**src/rtl/alu_wb_stage.sv**
```systemverilog
// alu_wb_stage: ALU writeback FIFO toward the register file, with an in-order APSR flag register (optional APSR_STICKY_Q_EN makes Q sticky with clr_q).
module alu_wb_stage #(
  parameter int DEPTH = 4,
  parameter int AW = 5
) (
  input  logic                     clk,
  input  logic                     rst,
  input  logic                     in_valid,
  output logic                     in_ready,
  input  logic [31:0]              alu_out,
  input  logic [31:0]              apsr_in,
  input  logic [AW-1:0]            rd_addr,
  input  logic                     wr_req,
  input  logic                     set_flags,
`ifdef APSR_STICKY_Q_EN
  input  logic                     clr_q,
`endif
  output logic                     out_valid,
  input  logic                     out_ready,
  output logic [31:0]              out_data,
  output logic [AW-1:0]            out_addr,
  output logic [31:0]              apsr_q,
  output logic [$clog2(DEPTH):0]   count
);
  localparam int PW = $clog2(DEPTH);
  logic [AW+31:0] mem [DEPTH];
  logic [PW-1:0] wr_ptr, rd_ptr;
  logic [PW:0] count_n;
  logic [4:0] flags;
  logic accept, push, pop, upd, q_n, unused_bits;
  assign in_ready = count != (PW+1)'(DEPTH);
  assign out_valid = count != '0;
  assign accept = in_valid & in_ready;
  assign push = accept & wr_req;
  assign pop = out_valid & out_ready;
  assign upd = accept & set_flags;
  assign count_n = count + (PW+1)'(push) - (PW+1)'(pop);
  assign apsr_q = {flags, 27'd0};
  assign unused_bits = ^apsr_in[26:0];
`ifdef APSR_STICKY_Q_EN
  assign q_n = (clr_q ? 1'b0 : flags[0]) | (upd & apsr_in[27]);
`else
  assign q_n = upd ? apsr_in[27] : flags[0];
`endif
  always_ff @(posedge clk)
    if (push) mem[wr_ptr] <= {alu_out, rd_addr};
  // Head register is loaded with whatever will sit at the head after this edge;
  // when the FIFO drains to one fresh entry that entry is the incoming beat.
  always_ff @(posedge clk) begin
    if (rst) begin
      wr_ptr <= '0;
      rd_ptr <= '0;
      count <= '0;
      out_data <= '0;
      out_addr <= '0;
      flags <= '0;
    end else begin
      wr_ptr <= wr_ptr + PW'(push);
      rd_ptr <= rd_ptr + PW'(pop);
      count <= count_n;
      flags <= {upd ? apsr_in[31:28] : flags[4:1], q_n};
      if (count_n != '0)
        {out_data, out_addr} <= (count == (PW+1)'(pop)) ? {alu_out, rd_addr} : mem[rd_ptr + PW'(pop)];
    end
  end
endmodule

```
**config.mk**
```make
export PLATFORM = sky130hd
export DESIGN_NAME = alu_wb_stage
export DESIGN_NICKNAME = d
export VERILOG_FILES = /design/src/rtl/alu_wb_stage.sv
export SDC_FILE = /design/constraint.sdc
export NUM_CORES = 1
export LEC_CHECK = 0
export CAP_MARGIN = 20
export CORE_AREA = 4 4 130 132
export DETAILED_ROUTE_END_ITERATION = 12
export DIE_AREA = 0 0 134 136
export PLACE_DENSITY = 0.75
export SYNTH_ARGS = -nofsm -noshare
export SYNTH_HDL_FRONTEND = slang
export SYNTH_SLANG_ARGS = --single-unit
```
**constraint.sdc**
```tcl
create_clock -name clk -period 5.51 [get_ports clk]
set_input_delay 1.653 -clock clk [delete_from_list [all_inputs] [get_ports clk]]
set_output_delay 1.653 -clock clk [all_outputs]
set_load 0.05 [all_outputs]
```
run_1/congestion.png
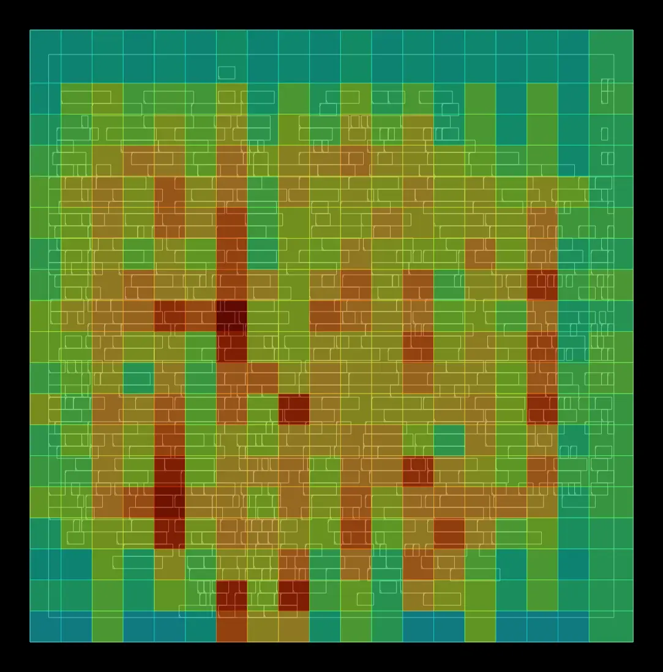
Global Route Usage Sum: 17.84%
busiest layer in global routing: met2
met3 track utilization from global routing: 4.996%
detail-routed net length per standard cell: 20.19 um

run_1/layer_met1.png
Bar = 50 um.
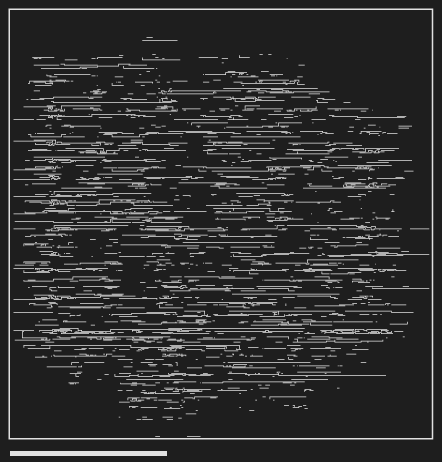
wire length on this layer: 6220 um
nets with wire on the layer: 528
main direction: horizontal
longest straight run: 43.2 um
share of all routed wire: 40%
GR Layer Usage met1: 22.18%
vias after detailed routing: 4190
total wirelength of the detailed-routed design: 15.59 mm

==> notes.md, run 1 <==
The layout was made with Yosys and OpenROAD.

The number of warning messages in the yosys log is 0. Checking hold timing, the worst path is listed with class flip-flop to flip-flop. In the final design database the tool counted 623 nets.

After detailed routing, the met3 layer carries 1.065 mm of wire. The final clock skew is 10.30 ps. The final design utilization is 59.01%. OpenSTA lists the critical path startpoint as in_valid.

The sequential cell area in the final layout is 5425 sq um. The worst hold slack across all endpoints is 451.6 ps. Per the OpenROAD timing report, the critical path contains 11 cells.

STA puts the critical path data arrival time at 4730 ps. The type of element launching the critical path is an input pin. The part of the total power dissipated in the clock network is 21.0%. The required time of the worst setup path is 5860 ps. The largest individual stage delay along the critical path comes from the cell nor3b_4. Summed over all failing endpoints, the final setup total negative slack is 0 ps. In the final layout, multi-input gates take up 21.07% of the cell area. In this run the layout overhead on the synthesized area is reported as 22.20%. The launching point of the worst reg2reg path is count[2].

The design received a total of 216 well taps at floorplan. The detailed router's first-iteration violation count is 304. The cell-internal power is 0.003519 W. STA shows the worst min-delay path finishing at out_data[21]. In the Yosys report, the sequential cells make up 71.50% of the chip area.

The non-clock inverters instantiated in the layout total 5. The filler cell count in the final layout is 1176. The worst reg-to-reg path cell count is 11. The final critical-path required period is 4388 ps. The power report puts the net switching power at 0.002096 W. The headroom to the max-slew limit is 32.91%. The timing-limited maximum frequency is 227.9 MHz. The max-capacitance violation count is 0. The standard-cell row count is 46.

The fraction of power spent switching nets is 37.33%. The last weighted congestion value of the routability-driven placer is 0.6890. The registers of the reported paths see a clock transition of 70 ps.

The registers reported with the highest flop counts are mem x148, out_data x32. The final number of max-transition violations is 0. The post-synthesis chip area from yosys is 7587 sq um.

The top layer used by detailed routing is met4. The flip-flop and latch count after synthesis is 197. The placed wire-length estimate is 9.241 mm. The capturing element type of the critical path is a flip-flop. Summed over all cells, the static leakage comes to 3.149 nW. The post-route met1 wirelength is 6.217 mm. Per the cell usage report, the commonest logic cells after layout are edfxtp_1, clkdlybuf4s50_1, dfxtp_1. The synthesized netlist cell count is 448.

The area of combinational cells with multiple inputs is 1953 sq um. The vertical die size is 136 um. The run finished with clean final reports. The first detailed-routing pass ran for 4 iterations. The top register by number of flip-flops is mem. The layout summary lists the proportion of cells stronger than drive strength 1 as 14.93%. Entering global routing, the biggest net connects 39 pins. The stage logs contain a warning count of 53. The reg2reg setup slack is 1970 ps. The total number of clock tree sinks is 197.

The initial utilization of the core area, before any placement, comes to 48.29%. The longest clock path from root to sink contains 2 buffers. The met2 layer wire length in the routed design is 8.084 mm.

After clock tree synthesis, the flow added hold-fix buffers numbering 0. The sequential cell count is 197. The startpoint-to-endpoint class of the critical path is input pin to flip-flop. TritonCTS built the clock tree.

The placed cell count is 740. The number of antenna violations at the first check in global routing came to 0. In this run, distinct cell masters in the synthesized netlist total 29. The worst-case vdd ir drop is 0.0004809 V.
run_1/layer_met2.png
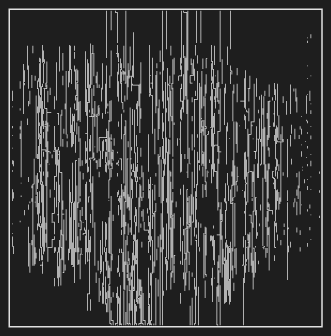
share of all routed wire: 52%
longest straight run: 63.7 um
met2 usage in global routing: 30.60%

-- run 1: synth_stat cells --
cell / count / area [sq um]
a21oi_1: 36 / 180.2
a221oi_1: 36 / 315.3
a22oi_1: 1 / 7.510
a31oi_1: 1 / 6.260
and2_1: 1 / 6.260
and3_1: 1 / 6.260
buf_2: 10 / 50.05
buf_4: 31 / 232.7
clkbuf_1: 14 / 52.55
conb_1: 1 / 3.750
dfxtp_1: 49 / 980.9
edfxtp_1: 148 / 4444
fa_1: 1 / 20.02
ha_1: 4 / 50.05
inv_1: 5 / 18.77
mux2i_1: 5 / 50.05
mux4_2: 37 / 833.3
nand2_1: 40 / 150.1
nand3_1: 2 / 10.01
nor2_1: 10 / 37.54
nor2b_1: 5 / 31.28
nor3_1: 2 / 10.01
nor3b_2: 1 / 12.51
nor4_2: 1 / 12.51
o31a_1: 1 / 8.760
or3_1: 1 / 6.260
or3b_2: 1 / 8.760
xnor2_1: 2 / 17.52
xor3_1: 1 / 23.77
-- run 1: power groups by stage --
stage | Clock (W) | Combinational, W | Sequential [W]
global placement | 0 | 0.00247 | 0.00195
global route | 0.00126 | 0.00272 | 0.00195
detailed placement | 0 | 0.00252 | 0.00196
finish | 0.00118 | 0.00251 | 0.00193
CTS | 0.00120 | 0.00255 | 0.00193
floorplan | 0 | 0.00138 | 0.00243
-- run 1: kinds of logic (layout without fill, tap and decap cells) --
kind of cell | count (synthesis) | count (layout) | synth area share, %
flops | 197 | 197 | 71.50
compound gates | 75 | 75 | 6.827
simple gates | 65 | 65 | 3.842
buf+inv | 60 | 142 | 4.667
mux | 42 | 42 | 11.64
fa+ha+maj | 5 | 5 | 0.9235
xor+xnor | 3 | 3 | 0.5442
other cells | 1 | 27 | 0.04942
run_1/metal_density.png
Bar = 50 um. The die is cut into 27 by 27 equal tiles; black is low, pale yellow is high, scaled to the fullest tile. Values are wire area over tile area, all layers added.
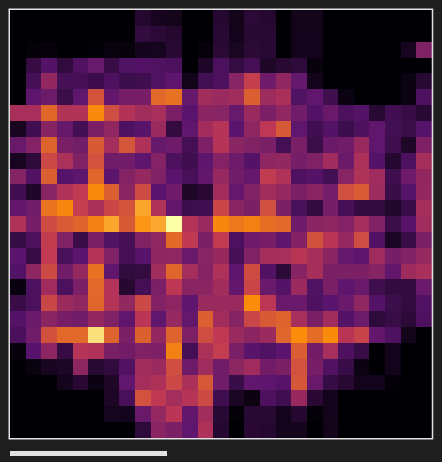

==> run 2: changes to the inputs <==
--- a/config.mk
+++ b/config.mk
@@ -6,10 +6,10 @@
 export NUM_CORES = 1
 export LEC_CHECK = 0
 export CAP_MARGIN = 20
-export CORE_AREA = 4 4 130 132
+export CORE_AREA = 4 4 134 136
 export DETAILED_ROUTE_END_ITERATION = 12
-export DIE_AREA = 0 0 134 136
-export PLACE_DENSITY = 0.75
+export DIE_AREA = 0 0 138 140
+export PLACE_DENSITY = 0.74
 export SYNTH_ARGS = -nofsm -noshare
 export SYNTH_HDL_FRONTEND = slang
 export SYNTH_SLANG_ARGS = --single-unit
==> constraint.sdc (replaced) <==
create_clock -name clk -period 3.6 [get_ports clk]
set_input_delay 1.08 -clock clk [delete_from_list [all_inputs] [get_ports clk]]
set_output_delay 1.08 -clock clk [all_outputs]
set_load 0.05 [all_outputs]
run_2/metal_density.png
Bar = 50 um. The die is cut into 28 by 28 equal tiles; black is low, pale yellow is high, scaled to the fullest tile. Values are wire area over tile area, all layers added.
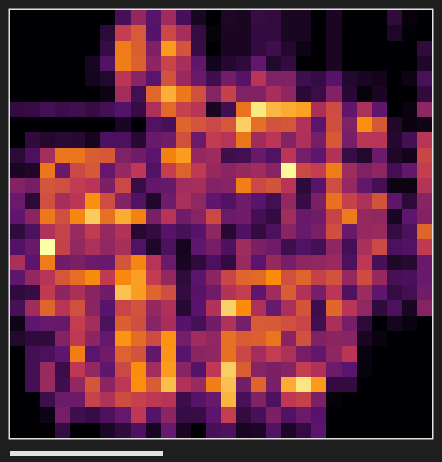
fullest tile: 0.40
mean over tiles: 0.12
densest ninth of the die: left middle
emptiest ninth of the die: top left
tiles over half the peak: 22%
detail-routed net length per standard cell: 18.82 um
vias after detailed routing: 4199
total wirelength of the detailed-routed design: 14.96 mm

==> run 2 against run 1 <==
  * Design area rose by 2.3%
  * Non-clock buffer count is 14 higher
  * Clock power rose by 53%
  * Register-to-register slack worse by 1400 ps
  * Largest power group unchanged
==> notes.md, run 2 <==
The layout was made with Yosys and OpenROAD.

The run finished with clean final reports. The fraction of synthesized cell area taken by the top area cell type is 58.58% (unchanged). The global routing usage summed across all routing layers was 15.87% (-2.0 points). The highest clock rate this design can be run at is 303.4 MHz.

The post-synthesis chip area from yosys is 7587 sq um (unchanged). The clock transition at the registers of the reported paths is 70 ps (about the same). The flip-flop and latch count after synthesis is 197 (unchanged). The required time of the worst setup path was 3940 ps (-1920 ps). The final clock skew was 12.37 ps (+2.070 ps). The post-synth tally of flip-flops with integrated enable is 148 (unchanged).

Looking at the cell usage after synthesis, the top flip-flop cell is edfxtp_1. The maximum clock insertion buffer count came to 2 (unchanged). The worst register-to-register path begins at count[2].

The arrival time at the worst endpoint is 3640 ps (-1090 ps). The launch point of the worst path is in_valid. For reference, the most critical setup path is categorized as input pin to flip-flop. The final layout net count is 637 (+2.2%). The setup TNS after final layout is 0 ps (unchanged). The number of OpenROAD warnings is 53 (unchanged). The most numerous cell in the Yosys netlist is edfxtp_1.

The number of warning messages in the yosys log came to 0 (unchanged). The worst hold slack across all endpoints was 453.9 ps (+2.228 ps). The library cells used most frequently in the layout, excluding fill and tap cells, are edfxtp_1, clkdlybuf4s50_1, dfxtp_1. The reg2reg setup slack was 570 ps (-1400 ps). The last weighted congestion value of the routability-driven placer was 0.6898 (+0.12%). The detailed router's first-iteration violation count is 340 (+12%). The final design utilization is 55.98% (-3.0 points). The final critical-path required period is 3296 ps.

The standard-cell row count is 48 (+4.3%). The class of the tightest hold or removal check is flip-flop to flip-flop. The synthesized netlist cell count is 448 (unchanged). The placed cell count came to 763 (+3.1%). By area the synthesized netlist is led by edfxtp_1, dfxtp_1, mux4_2. The cell leakage power is 3.240 nW (+2.9%). The total number of clock tree sinks is 197 (unchanged). The top register by number of flip-flops is mem. The vertical die size came to 140 um (+2.9%).

The worst reg-to-reg path cell count is 11 (unchanged). The headroom to the max-slew limit came to 65.19% (+32 points).
==> run 2: cell counts after synthesis <==
No cell type changed its count.
==> run 2: through the flow <==
step                area (sq um)  setup WS, ps
detailed placement          8899        -136.9
floorplan                   7690         99.19
global route                9482         154.5
CTS                         9482         274.4
global placement            8899        -59.07
finish                      9482         304.3
==> run 2: logic make-up (layout without fill, tap and decap cells) <==
kind of cell / count (synthesis) / in the layout / synth area share, %
flops: 197 / 197 / 71.50
compound gates: 75 / 75 / 6.827
simple gates: 65 / 65 / 3.842
buf+inv: 60 / 156 / 4.667
mux: 42 / 42 / 11.64
fa+ha+maj: 5 / 5 / 0.9235
xor+xnor: 3 / 3 / 0.5442
other cells: 1 / 27 / 0.04942
==> run 2: cell type report <==
type	count	area, sq um
multi-input combinational	217	1969
sequential	197	5425
tap	225	281.5
inverter	5	18.77
clock inverter	14	143.9
clock buffer	18	439.2
timing repair buffer	119	1204
fill	1343	7455
==> run 2: metal layers <==
layer  vias up  share of wire, %  wire length, um  GRT usage, %
met3         7               4.9              727         3.482
met2       125                54             8061         28.34
met1      2134                41             6074         19.26
met5         -                 0                0             0
li1       1933                 -                -             -
met4         0              0.64               95         5.148
==> run 2: power by group <==
part / leakage (nW) / total (W) / switching, W / internal [W]
Clock: 0.279 / 0.00180 / 0.000866 / 0.000936
Combinational: 1.21 / 0.00406 / 0.00230 / 0.00176
Sequential: 1.75 / 0.00295 / 0.000157 / 0.00279
Total: 3.24 / 0.00881 / 0.00332 / 0.00549
==> run 2: critical path, stage by stage <==
cell	delay, ps
clkdlybuf4s50_1	480
nand3_1	110
ha_1	310
inv_1	40
ha_1	180
fa_1	370
xor3_1	230
nor3b_4	300
buf_12	240
a31oi_1	70
a22oi_1	210
run_2/layer_met1.png
Bar = 50 um.
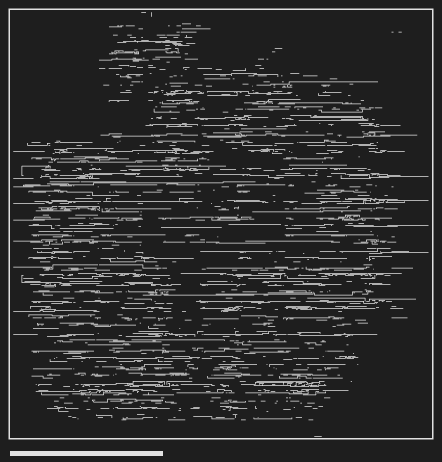

==> run 3: changes to the inputs <==
--- a/config.mk
+++ b/config.mk
@@ -5,6 +5,7 @@
 export SDC_FILE = /design/constraint.sdc
 export NUM_CORES = 1
 export LEC_CHECK = 0
+export ABC_CLOCK_PERIOD_IN_PS = 3600
 export CAP_MARGIN = 20
 export CORE_AREA = 4 4 134 136
 export DETAILED_ROUTE_END_ITERATION = 12
==> constraint.sdc (replaced) <==
create_clock -name clk -period 3.6 [get_ports clk]
set_input_delay 0.72 -clock clk [delete_from_list [all_inputs] [get_ports clk]]
set_output_delay 0.72 -clock clk [all_outputs]
set_load 0.05 [all_outputs]
run_3/layer_met1.png
Bar = 50 um.
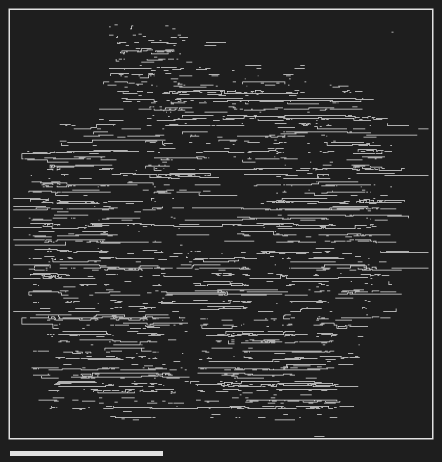
GR Layer Usage met1: 18.60%
vias after detailed routing: 4101
total wirelength of the detailed-routed design: 14.64 mm

==> run 3 against run 2 <==
  * Critical path depth unchanged
  * Power down 0.21%
  * Clock skew up 3.8 ps
  * Count of clock-buffer cells in the layout unchanged
  * Synthesized area unchanged
  * Fmax up 5.1%
  * Setup slack better by 160 ps
==> notes.md, run 3 <==
The layout was made with Yosys and OpenROAD.

The synthesized-area fraction occupied by ao, oa, aoi and oai cells is 6.827% (unchanged). The final critical-path required period came to 3137 ps (-158.9 ps). The kind of cell adding the most delay to the critical path is simple AND/OR/NAND/NOR gates.

The part of the total power dissipated in the clock network is 22.5% (+2.0 points). The required time of the worst setup path is 3950 ps (about the same). The number of OpenROAD warnings was 53 (unchanged). The signal on the critical path passes through or3_1 > and2_1 > ha_1 > inv_1 > ha_1 > fa_1 > xor3_1 > nor3b_4 > buf_4 > a221oi_1 > a21oi_1. The post-synthesis chip area from yosys came to 7587 sq um (unchanged).

The number of warning messages in the yosys log came to 0 (unchanged). The global routing usage summed across all routing layers came to 15.71% (-0.16 points). In this design, the critical path's most frequently occurring cell is ha_1. The worst hold path terminates at out_data[22]. The combinational group share of total power is 44.0% (-2.1 points). The buffer and inverter count on the worst path is 2 (-1). The proportion of power drawn by flip-flops and latches is 33.5% (about the same). The proportion of synthesized area in mux cells is 11.64% (unchanged). The flip-flop and latch count after synthesis is 197 (unchanged). The class of the tightest hold or removal check is flip-flop to flip-flop. The vertical die size is 140 um (unchanged).

The cell leakage power is 3.194 nW (-1.4%). The final clock skew is 16.21 ps (+3.842 ps). The synthesized netlist cell count was 448 (unchanged).

The post-route met1 wirelength is 5.637 mm (-7.2%). The net switching power is 0.003220 W (-3.0%). The power dissipated in combinational cells came to 0.00387 W (-5%). Yosys attributes the largest share of cell area to edfxtp_1, dfxtp_1, mux4_2.

The flip-flop and latch power is 0.00294 W (about the same). The clock transition at the registers of the reported paths is 70 ps (about the same). The proportion of synthesized chip area in sequential cells is 71.50%.

The setup TNS after final layout is 0 ps (unchanged). The startpoint-to-endpoint class of the critical path is flip-flop to flip-flop. By instance count after routing, the leading logic cell types are edfxtp_1, clkdlybuf4s50_1, dfxtp_1. After detailed routing, no signal wire sits above met4. The standard cell with the maximum stage delay on the critical path is or3_1. The arrival time at the worst endpoint was 3490 ps (-150 ps). The met3 wire length came to 813 um (+12%). The flow ran to the end, and the final reports show no timing, DRC or antenna violations. The post-synthesis simple-gate area fraction is 3.842% (unchanged). The area fraction in xor and xnor cells is 0.5442% (unchanged).

The detailed router's first-iteration violation count is 182 (-46%). Among the non-sequential cells, multiplexers take the most area. The top register by number of flip-flops is mem. The final layout net count is 627 (-1.6%).

The post-synth tally of flip-flops with integrated enable came to 148 (unchanged). Per the detail_route report, DRC violations left total 0. The maximum clock insertion buffer count is 2 (unchanged). The fraction of power spent switching nets is 36.63% (-1.0 points). The standard-cell row count came to 48 (unchanged).

The dominant register cell is edfxtp_1. The met2 layer wire length in the routed design is 7.960 mm (-1.3%). The post-synthesis share of cell area spent on full adders, half adders and majority gates is 0.9235% (unchanged). The group that draws the most power in this run is combinational cells. The post-detailed-route wirelength per cell is 18.65 um (-0.90%). The most numerous cell in the Yosys netlist is edfxtp_1. The clock-net power is 0.00198 W (+10%). The worst reg-to-reg path cell count is 11 (unchanged).
run 3: cell counts after synthesis:
No cell type changed its count.
run 3: worst min-delay path: stages, from the launching register on:
cell and delay, ps:
dfxtp_1 310, nand2_1 50, a21oi_1 50
run 3: layout make-up:
type	count	area (sq um)
fillers	1337	7520
flip-flops and latches	197	5425
multi-input cells	217	1969
repair buffers	109	1091
clock buffers	18	429.2
well taps	225	281.5
clock inverters	13	198.9
inverters	5	18.77
diodes	1	2.502
run 3: through the flow:
stage	instance area, sq um	instances	power [W]	hold slack (ps)	setup slack [ps]
floorplan	7690	474	0.005840	551.5	99.19
global placement	8786	753	0.006844	443.2	192.7
detailed placement	8786	753	0.006917	448.0	100.6
CTS	9414	784	0.008918	456.8	414.2
global route	9414	784	0.009322	476.3	235.6
finish	9417	785	0.008792	451.3	463.2
run 3: worst max path at each step:
stage          slack (ps)      endpoint  depth (start not counted)  startpoint
6_report              460  out_data[10]                         11    count[1]
5_1_grt               240   out_data[5]                         11    count[1]
4_1_cts               410  out_data[10]                         11    count[1]
3_5_place_dp          100   out_data[2]                         11   out_ready
3_3_place_gp          190   out_data[5]                         11   out_ready
2_1_floorplan         100     mem[1][0]                          5    count[1]
run 3: layer usage:
| metal | global-route usage [%] | vias to the layer above |
|---|---|---|
| met5 | 0 | - |
| met4 | 6.292 | 0 |
| met3 | 3.790 | 15 |
| met2 | 27.72 | 123 |
| met1 | 18.60 | 2049 |
| li1 | - | 1914 |
Power and IR drop assume default switching activity.
